--- src/rtl/mem_arb_pkg.sv ---
// Shared types for the CPU/DMA memory arbiter: grant selector, last-cycle tag, wait counter width.
package mem_arb_pkg;

    localparam int WAIT_W = 4;

    typedef enum logic [1:0] {
        GNT_NONE,
        GNT_CPU,
        GNT_DMA
    } gnt_t;

    typedef enum logic [1:0] {
        LAST_NONE,
        LAST_CPU_RD,
        LAST_DMA_RD
    } last_t;

endpackage

--- src/rtl/mem_arb_starve.sv ---
// Saturating DMA starvation counter; at_max forces the next DMA grant over the CPU.
// One-cycle update, clear has priority over increment.
module mem_arb_starve
    import mem_arb_pkg::*;
#(
    parameter int MAX_WAIT = 4
) (
    input  logic clk,
    input  logic rst_n,
    input  logic inc,
    input  logic clr,
    output logic at_max
);

    logic [WAIT_W-1:0] cnt_q;
    logic [WAIT_W-1:0] cnt_d;

    assign at_max = (cnt_q == WAIT_W'(MAX_WAIT));

    always_comb begin
        cnt_d = cnt_q;
        if (clr) begin
            cnt_d = '0;
        end else if (inc && !at_max) begin
            cnt_d = cnt_q + 1'b1;
        end
    end

    always_ff @(posedge clk or negedge rst_n) begin
        if (!rst_n) begin
            cnt_q <= '0;
        end else begin
            cnt_q <= cnt_d;
        end
    end

endmodule

--- src/rtl/mem_arbiter.sv ---
// CPU/DMA arbiter for one synchronous memory: CPU fixed priority, DMA forced after MAX_WAIT refusals.
// Combinational grant/stall, read data one cycle after grant; MEM_ARB_STATS_EN adds stall/DMA counters.
module mem_arbiter
    import mem_arb_pkg::*;
#(
    parameter int AW       = 16,
    parameter int DW       = 16,
    parameter int MAX_WAIT = 4
) (
    input  logic          clk,
    input  logic          RST_bar,
    input  logic          cpu_req,
    input  logic          cpu_we,
    input  logic [AW-1:0] cpu_addr,
    input  logic [DW-1:0] cpu_wdata,
    output logic [DW-1:0] cpu_rdata,
    output logic          cpu_stall,
    input  logic          dma_req,
    input  logic          dma_we,
    input  logic [AW-1:0] dma_addr,
    input  logic [DW-1:0] dma_wdata,
    output logic          dma_gnt,
    output logic [DW-1:0] dma_rdata,
    output logic          dma_rvalid,
    output logic [AW-1:0] mem_addr,
    output logic [DW-1:0] mem_wdata,
    output logic          mem_we,
`ifdef MEM_ARB_STATS_EN
    output logic [15:0]   stall_count,
    output logic [15:0]   dma_count,
`endif
    input  logic [DW-1:0] mem_rdata
);

    gnt_t          gnt;
    last_t         last_q, last_d;
    logic          at_max;
    logic [DW-1:0] cpu_rdata_q, cpu_rdata_d;
    logic [DW-1:0] dma_rdata_q, dma_rdata_d;

    // Reset low suppresses every grant so nothing reaches the memory port.
    always_comb begin
        gnt = GNT_NONE;
        if (RST_bar) begin
            if (dma_req && (!cpu_req || at_max)) begin
                gnt = GNT_DMA;
            end else if (cpu_req) begin
                gnt = GNT_CPU;
            end
        end
    end

    always_comb begin
        mem_addr  = '0;
        mem_wdata = '0;
        mem_we    = 1'b0;
        case (gnt)
            GNT_CPU: begin
                mem_addr  = cpu_addr;
                mem_wdata = cpu_wdata;
                mem_we    = cpu_we;
            end
            GNT_DMA: begin
                mem_addr  = dma_addr;
                mem_wdata = dma_wdata;
                mem_we    = dma_we;
            end
            default: ;
        endcase
    end

    assign dma_gnt   = (gnt == GNT_DMA);
    assign cpu_stall = cpu_req && dma_gnt;

    mem_arb_starve #(
        .MAX_WAIT (MAX_WAIT)
    ) u_starve (
        .clk    (clk),
        .rst_n  (RST_bar),
        .inc    (dma_req && !dma_gnt),
        .clr    (dma_gnt || !dma_req),
        .at_max (at_max)
    );

    // Read data is bypassed from memory in the data cycle and held afterwards.
    always_comb begin
        case (gnt)
            GNT_CPU: last_d = cpu_we ? LAST_NONE : LAST_CPU_RD;
            GNT_DMA: last_d = dma_we ? LAST_NONE : LAST_DMA_RD;
            default: last_d = LAST_NONE;
        endcase
        cpu_rdata   = (last_q == LAST_CPU_RD) ? mem_rdata : cpu_rdata_q;
        dma_rdata   = (last_q == LAST_DMA_RD) ? mem_rdata : dma_rdata_q;
        dma_rvalid  = (last_q == LAST_DMA_RD);
        cpu_rdata_d = cpu_rdata;
        dma_rdata_d = dma_rdata;
    end

    always_ff @(posedge clk or negedge RST_bar) begin
        if (!RST_bar) begin
            last_q      <= LAST_NONE;
            cpu_rdata_q <= '0;
            dma_rdata_q <= '0;
        end else begin
            last_q      <= last_d;
            cpu_rdata_q <= cpu_rdata_d;
            dma_rdata_q <= dma_rdata_d;
        end
    end

`ifdef MEM_ARB_STATS_EN
    logic [15:0] stall_cnt_q, stall_cnt_d;
    logic [15:0] dma_cnt_q, dma_cnt_d;

    always_comb begin
        stall_cnt_d = stall_cnt_q;
        dma_cnt_d   = dma_cnt_q;
        if (cpu_stall && (stall_cnt_q != 16'hFFFF)) begin
            stall_cnt_d = stall_cnt_q + 16'd1;
        end
        if (dma_gnt && (dma_cnt_q != 16'hFFFF)) begin
            dma_cnt_d = dma_cnt_q + 16'd1;
        end
    end

    always_ff @(posedge clk or negedge RST_bar) begin
        if (!RST_bar) begin
            stall_cnt_q <= '0;
            dma_cnt_q   <= '0;
        end else begin
            stall_cnt_q <= stall_cnt_d;
            dma_cnt_q   <= dma_cnt_d;
        end
    end

    assign stall_count = stall_cnt_q;
    assign dma_count   = dma_cnt_q;
`endif

endmodule

--- config.mk ---
export PLATFORM = sky130hd
export DESIGN_NAME = mem_arbiter
export DESIGN_NICKNAME = d
export VERILOG_FILES = /design/src/rtl/mem_arb_pkg.sv /design/src/rtl/mem_arb_starve.sv /design/src/rtl/mem_arbiter.sv
export SDC_FILE = /design/constraint.sdc
export NUM_CORES = 1
export LEC_CHECK = 0
export CAP_MARGIN = 20
export CORE_MARGIN = 2
export CORE_UTILIZATION = 34
export DETAILED_ROUTE_END_ITERATION = 10
export PLACE_DENSITY = 0.81
export SLEW_MARGIN = 10
export SYNTH_ARGS = -nofsm -noshare
export SYNTH_HDL_FRONTEND = slang
export SYNTH_SLANG_ARGS = --single-unit
--- constraint.sdc ---
create_clock -name clk -period 3.7 [get_ports clk]
set_clock_uncertainty 0.1 [all_clocks]
set_input_delay 0.925 -clock clk [delete_from_list [all_inputs] [get_ports clk]]
set_output_delay 0.925 -clock clk [all_outputs]
set_load 0.1 [all_outputs]
==> run_1/clock_nets.png <==
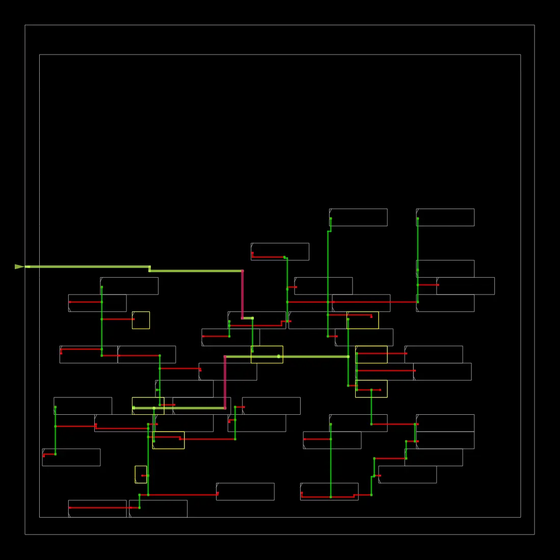
CTS sink cnt: 38
P_clk: 290 uW
clock buf count: 6

==> run_1/class_map.png <==
The bar under the picture is 20 um long.
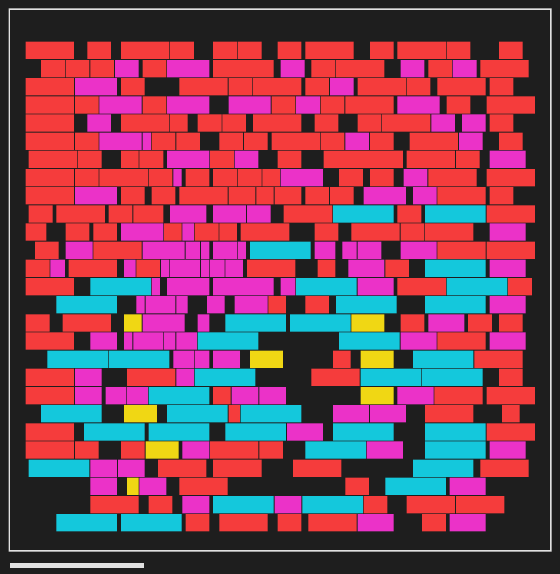
legend:
  magenta:
    class: remaining logic cells
    cells: 100
    share_of_their_area: 25%
  red:
    class: remaining buffers and delay cells
    cells: 168
    share_of_their_area: 52%
  yellow:
    class: clock drivers and dummy loads
    cells: 8
    share_of_their_area: 2.1%
  cyan:
    class: registers
    cells: 38
    share_of_their_area: 21%

==> run summary, run 1 <==
Max clock buf depth - 2
slowest cell delay on critical path - 400 ps
combinational gate area - 0.00114 mm^2
Unique cell types - 26
top_reg_cell synth - dfrtp_1
hold depth - 1
DRT Wirelength - 8.07 mm
Signal inverters - 2
Tot Pwr - 2.81 mW
Max-area cell share - 0.474
Async S/R FF share, synth - 1.00
CTS root buf - clkbuf_8
Worst path depth - 11
antenna violations before repair - 0
Well Taps - 72
Cell Rows - 27
Slew Viols, Final - 0
Peak VDD IR - 0.000631 V
Gate Count Post-Synth - 149
Fillers - 284
Synth mux share - 0.215
HP Start - cpu_rdata_q[6]
Num CTS Buffers - 5
worst r2r path cells - 9
status - complete, but fails checks
critical path arrival - 2700 ps
DRC - 0
Tmin final - 3720 ps
placed cell area - 0.00431 mm^2
Final Cell Area - 0.00465 mm^2
met1 GRT Util - 0.270
via count - 1918
DIE WIDTH - 80.9 um
max cap viols - 0
NonClk Buf Share - 0.510
crit path launch - u_starve.cnt_q[0]
fin worst setup slack - -20.1 ps
Clock power frac - 0.103
Worst Path Required - 2670 ps
most instantiated logic cells after routing - clkdlybuf4s50_1, buf_12, dfrtp_1
Resize count post-CTS - 6
number of port buffers - 153
Crit Path Class - reg2out
count leader, synth - dfrtp_1
cell type with the largest total area - dfrtp_1
crit path max fanout - 8
simple-gate share of the synthesized area - 0.0636
Synthesized registers - 38
drt wl/cell - 20.9 um
crit-path leading delay family - simple AND/OR/NAND/NOR gates
Final GP Congestion - 0.781
Synth logic family - multiplexers
highest routed metal layer - met4
Die Size - 0.00654 mm^2
violated checks - setup timing
cell breakdown of the critical path - inv_1, ha_1, and3b_1, nand2_1, and3_4, ha_4, nor2b_4, buf_4, clkbuf_16, a22o_4, buf_12
detail-routed via count per cell - 4.97
Final setup viols - 8
layout cells sized above 1 - 0.516
worst slack, placed - -96.3 ps
Multi-Input Combinational - 98
crit path buf inv count - 4
busiest grt layer - met2
Power Density - 604 mW/mm^2
worst setup path endpoint - mem_addr[7]
Fin Hold WS - 419 ps
total combinational power - 1.95 mW
Comb power frac - 0.695
==> run_1/gates.png <==
The bar under the picture is 20 um long.
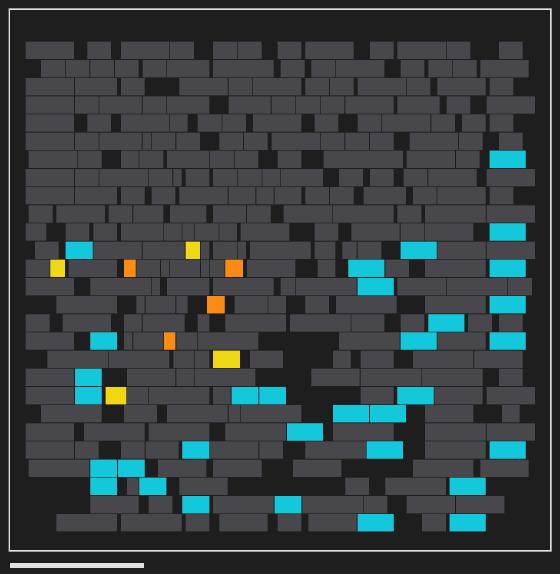
legend:
  yellow:
    family: and/or cells
    cells: 4
    where: left middle
  cyan:
    family: mux cells
    cells: 32
    most_used: mux2_4
  orange:
    family: aoi and oai cells
    cells: 4

--- run 2 (diff from run 1) ---
Settings changed: CORE_UTILIZATION 34 to 36, PLACE_DENSITY 0.81 to 0.85, TNS_END_PERCENT from default to 10.
Clock period 3.7 ns to 4.62 ns, I/O delays scaled along.
==> run_2/clock_nets.png <==
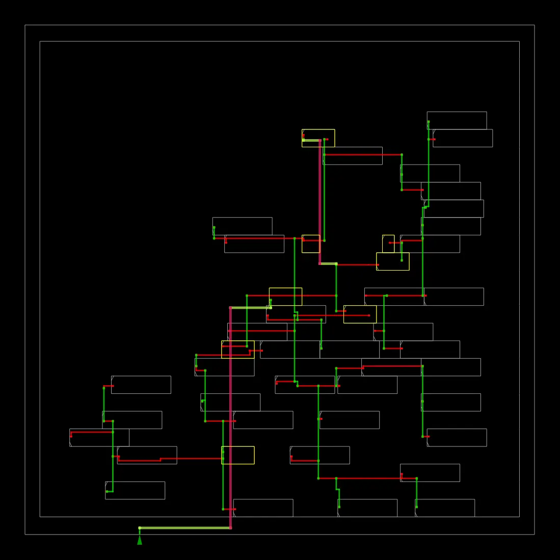
Late-Pin Clk Latency: 280 ps
Num CTS Buffers: 5
registers: 38
P_clk: 236 uW

==> run 2 against run 1 <==
The flow now finishes without violations. Combinational power is 36% lower. Count of clock-buffer cells in the layout stayed put. Critical path depth is 3 lower. Non-clock buffer count is 11 lower. Global-route usage is 0.91 points lower. Routed wire length is 19% lower. Register-to-register slack better by 960 ps. Critical endpoint is now mem_wdata[8]. Largest power group unchanged.
==> run summary, run 2 <==
cell breakdown of the critical path - clkdlybuf4s50_1, nand2_1, and3_1, ha_1, nor2b_2, buf_12, a22o_1, buf_12
critical path arrival - 3110 ps
status - complete, no violations
Max-area cell share - 0.474
fin worst setup slack - 255 ps
cell type with the largest total area - dfrtp_1
worst slack, placed - 254 ps
busiest grt layer - met2
CTS sink cnt - 38
antenna violations before repair - 0
Synth logic family - multiplexers
Crit Path Class - in2out
Peak VDD IR - 0.000389 V
NonClk Buf Share - 0.469
DRT Wirelength - 6.54 mm
Resize count post-CTS - 0
Tot Pwr - 1.94 mW
Fin Hold WS - 396 ps
Tmin final - 4360 ps
simple-gate share of the synthesized area - 0.0636
Cell Rows - 27
layout cells sized above 1 - 0.386
CTS root buf - clkbuf_8
highest routed metal layer - met4
Max clock buf depth - 2
crit-path leading delay family - buffers and inverters
hold depth - 1
HP Start - cpu_rdata_q[11]
crit path buf inv count - 3
Slew Viols, Final - 0
total combinational power - 1.25 mW
Final setup viols - 0
worst setup path endpoint - mem_wdata[8]
Fillers - 389
Die Size - 0.00619 mm^2
worst r2r path cells - 9
drt wl/cell - 17.4 um
Final Cell Area - 0.00395 mm^2
Async S/R FF share, synth - 1.00
Signal inverters - 2
via count - 1855
crit path launch - dma_req
Worst path depth - 8
Multi-Input Combinational - 98
slowest cell delay on critical path - 520 ps
number of port buffers - 153
Gate Count Post-Synth - 149
Unique cell types - 26
Synthesized registers - 38
==> run_2/class_map.png <==
The bar under the picture is 20 um long.
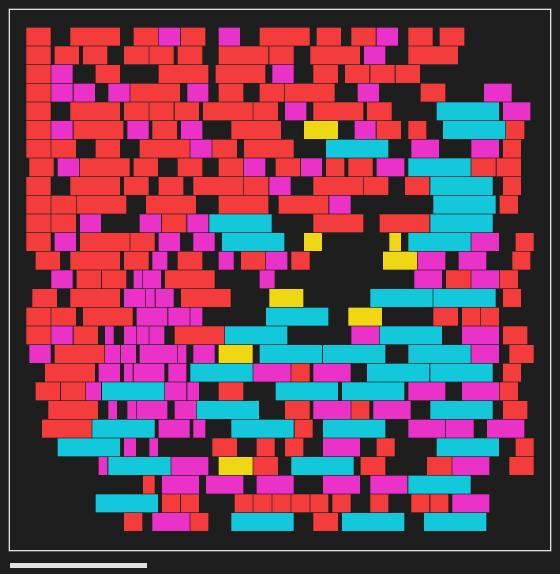
legend:
  red:
    class: remaining buffers and delay cells
    cells: 157
    share_of_their_area: 48%
  cyan:
    class: registers
    cells: 38
    share_of_their_area: 25%
  magenta:
    class: remaining logic cells
    cells: 100
    share_of_their_area: 25%
  yellow:
    class: clock drivers and dummy loads
    cells: 8
    share_of_their_area: 2.5%

Power figures rest on the tool's default switching activity, not on a simulated workload.
